[src/rtl/pipe_addsub.sv]
// pipe_addsub: pipelined WIDTH-bit adder/subtractor, one carry-chain slice per register stage,
// valid/ready handshake with a single global advance enable.
module pipe_addsub #(
    parameter int WIDTH  = 16,
    parameter int STAGES = 4
) (
    input  logic             clk,
    input  logic             rst,
    input  logic             in_valid,
    output logic             in_ready,
    input  logic [WIDTH-1:0] a,
    input  logic [WIDTH-1:0] b,
    input  logic             cin,
    input  logic             sub,
    output logic             out_valid,
    input  logic             out_ready,
    output logic [WIDTH-1:0] sum,
    output logic             cout,
    output logic             ovf
);
    localparam int SW = WIDTH / STAGES;
    logic             en;
    logic [WIDTH-1:0] b_eff;
    logic             c0;
    assign en       = !out_valid || out_ready;
    assign in_ready = en;
    assign b_eff    = sub ? ~b : b;
    assign c0       = sub | cin;
    for (genvar k = 0; k < STAGES; k++) begin : g
        // ia/ib hold the operand bits not yet added; r accumulates the finished low slices
        localparam int IW = WIDTH - k * SW;
        localparam int LW = (k + 1) * SW;
        logic [IW-1:0] ia, ib;
        logic [LW-1:0] nr, r;
        logic [SW:0]   s;
        logic          xc, xv, xam, xbm, c, v, am, bm;
        if (k == 0) begin : first
            assign ia  = a;
            assign ib  = b_eff;
            assign xc  = c0;
            assign xv  = in_valid;
            assign xam = a[WIDTH-1];
            assign xbm = b_eff[WIDTH-1];
            assign nr  = s[SW-1:0];
        end else begin : next
            assign ia  = g[k-1].rem.ra;
            assign ib  = g[k-1].rem.rb;
            assign xc  = g[k-1].c;
            assign xv  = g[k-1].v;
            assign xam = g[k-1].am;
            assign xbm = g[k-1].bm;
            assign nr  = {s[SW-1:0], g[k-1].r};
        end
        assign s = {1'b0, ia[SW-1:0]} + {1'b0, ib[SW-1:0]} + {{SW{1'b0}}, xc};
        always_ff @(posedge clk)
            if (rst)
                {v, c, am, bm, r} <= '0;
            else if (en)
                {v, c, am, bm, r} <= {xv, s[SW], xam, xbm, nr};
        if (IW > SW) begin : rem
            logic [IW-SW-1:0] ra, rb;
            always_ff @(posedge clk)
                if (en) begin
                    ra <= ia[IW-1:SW];
                    rb <= ib[IW-1:SW];
                end
        end
    end
    assign out_valid = g[STAGES-1].v;
    assign sum       = g[STAGES-1].r;
    assign cout      = g[STAGES-1].c;
    assign ovf       = (g[STAGES-1].am == g[STAGES-1].bm) && (sum[WIDTH-1] != g[STAGES-1].am);
endmodule

[config.mk]
export PLATFORM = sky130hd
export DESIGN_NAME = pipe_addsub
export DESIGN_NICKNAME = d
export VERILOG_FILES = /design/src/rtl/pipe_addsub.sv
export SDC_FILE = /design/constraint.sdc
export NUM_CORES = 1
export LEC_CHECK = 0
export CAP_MARGIN = 10
export CORE_MARGIN = 1
export CORE_UTILIZATION = 30
export CTS_CLUSTER_SIZE = 25
export DETAILED_ROUTE_END_ITERATION = 6
export HOLD_SLACK_MARGIN = 0.15
export PLACE_DENSITY = 0.46
export RECOVER_POWER = 100
export SETUP_SLACK_MARGIN = 0.15
export SLEW_MARGIN = 25
export SYNTH_ARGS = -nofsm -noshare
export SYNTH_HDL_FRONTEND = slang
export SYNTH_SLANG_ARGS = --single-unit
[constraint.sdc]
create_clock -name clk -period 2.9 [get_ports clk]
set_clock_uncertainty 0.05 [all_clocks]
set_input_delay 0.58 -clock clk [delete_from_list [all_inputs] [get_ports clk]]
set_output_delay 0.58 -clock clk [all_outputs]
set_load 0.02 [all_outputs]
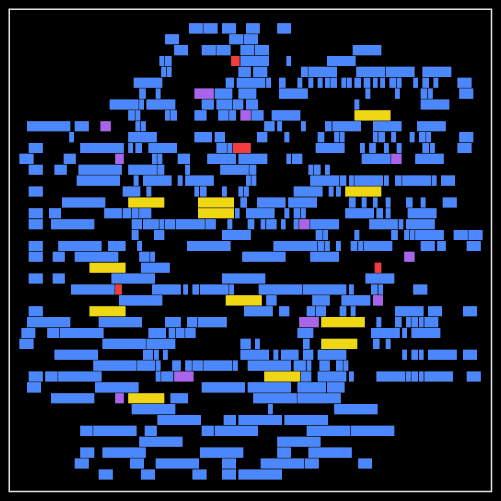
**Above:** drive-strength map.
Scale: 4 px per um.
[blue] x1 and smaller | cells: 394
[red] x2 | cells: 4
[yellow] x6 and larger | cells: 12
[purple] x3 and x4 | cells: 11

==> out/notes.md <==
• AND-OR/OR-AND share of the synthesized area: 10.6%
• final cell count without fillers: 597
• power per cell area: 669 nW/um2
• Worst Hold Endpoint: g[1].rem.ra[6]
• antenna violations before repair: 0
• detailed-route vias per instance: 4.22
• commonest non-fill, non-tap cell in the layout: sky130_fd_sc_hd__nand2_1
• clkbuf count: 12
• number of clock buffers inserted by TritonCTS: 9
• Top Layout Cells: sky130_fd_sc_hd__nand2_1 (85), sky130_fd_sc_hd__dfxtp_1 (56), sky130_fd_sc_hd__edfxtp_1 (48)
• standard cell with the maximum stage delay on the critical path: sky130_fd_sc_hd__dlygate4sd3_1
• Filler cells: 1369
• post-CTS clock slew at the launch and capture registers of the worst setup and hold paths: 0.07 ns
• number of stages on the worst setup path: 7
• Worst R2R Setup Slack: 0.89 ns
• Seq power: 1.74 mW
• grt met3 use: 3.58%
• Biggest consumer: sequential cells
• worst setup path endpoint: g[0].c
• total negative slack: 0 ns
• portion of netlist area occupied by mux cells: 0%
• vias after detailed routing: 2517
• post-synth top area cell: sky130_fd_sc_hd__edfxtp_1
• ClkCell Share: 6.27%
• cell total in the yosys stat output: 363
• remaining number of nets flagged by the antenna check after routing: 0
• maximum cell stage delay along the critical path: 0.62 ns
• endpoints failing setup: 0
• adder and majority gate portion of the synthesized area: 7.41%
• Routed WL: 7420 um
• iteration tally of the first detailed-router pass: 4
• post-route cell area: 5190 um2
• Synth top area share: 34.4%
• floorplan utilization: 31.1%
• comb area leader: simple AND/OR/NAND/NOR gates
• classification of the worst setup path: in2reg
• cell leakage power: 2.03 nW
• worst hold margin: 0.367 ns
• final RePlAce weighted congestion: 0.724
• deepest clock path buffer count: 2
• Core Util, Final: 38.6%
• global-route usage over all layers: 11.1%
• first-pass GRT wire length: 12200 um
• topmost layer with routed signal wires: met4
• part of the power in registers: 50.3%
• Distinct lib cells used: 28
• critical path arrival: 2.82 ns
• overflow left after global routing: 0
• worst setup path startpoint: sub
• area growth from synthesis to layout: 23.8%
• routed length on met3: 330 um
• gr busiest metal: met1
• xor and xnor fraction of the mapped netlist area: 4.18%
• critical path capture point type: flop
• mean post-synth cell area: 11.5 um2
• post-synthesis sequential area ratio: 61.2%
• Buf+Inv Stages, Crit Path: 1
• leading post-synthesis cells by instance count: sky130_fd_sc_hd__nand2_1 (85), sky130_fd_sc_hd__dfxtp_1 (56), sky130_fd_sc_hd__edfxtp_1 (48), sky130_fd_sc_hd__a21oi_1 (45), sky130_fd_sc_hd__xor2_1 (16)
• combined area of all synthesized cells: 4190 um2
• 1st-iter DRT viols: 165
• Setup crit start kind: input port
• Min-Delay Path Depth: 0
• r2r startpoint: out_valid
• worst hold path startpoint: g[0].rem.ra[10]
• number of pins exceeding their max-slew limit in the final report: 0
• combinational share of cell area: 27.6%
• peak fanout along the critical path: 4
• M1 WL: 3930 um
• result of the run: complete, no violations
• Logic Gate Count: 229
• ys flops: 104
• library cell with the highest instance count after synthesis: sky130_fd_sc_hd__nand2_1
• Num Clock Sinks: 104
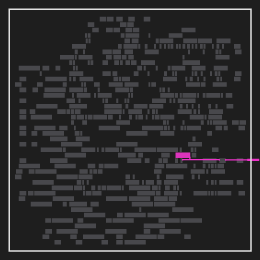
**Above:** port wiring.
Scale: 2 px per um.
[magenta] cout | direction: output | edge: east | end cells: 1 | buffers: 1 | wire: 32.5 um
count of input and output buffers: 57
num ports: 58

No activity file was given, so power comes from the tool's default toggle rates.
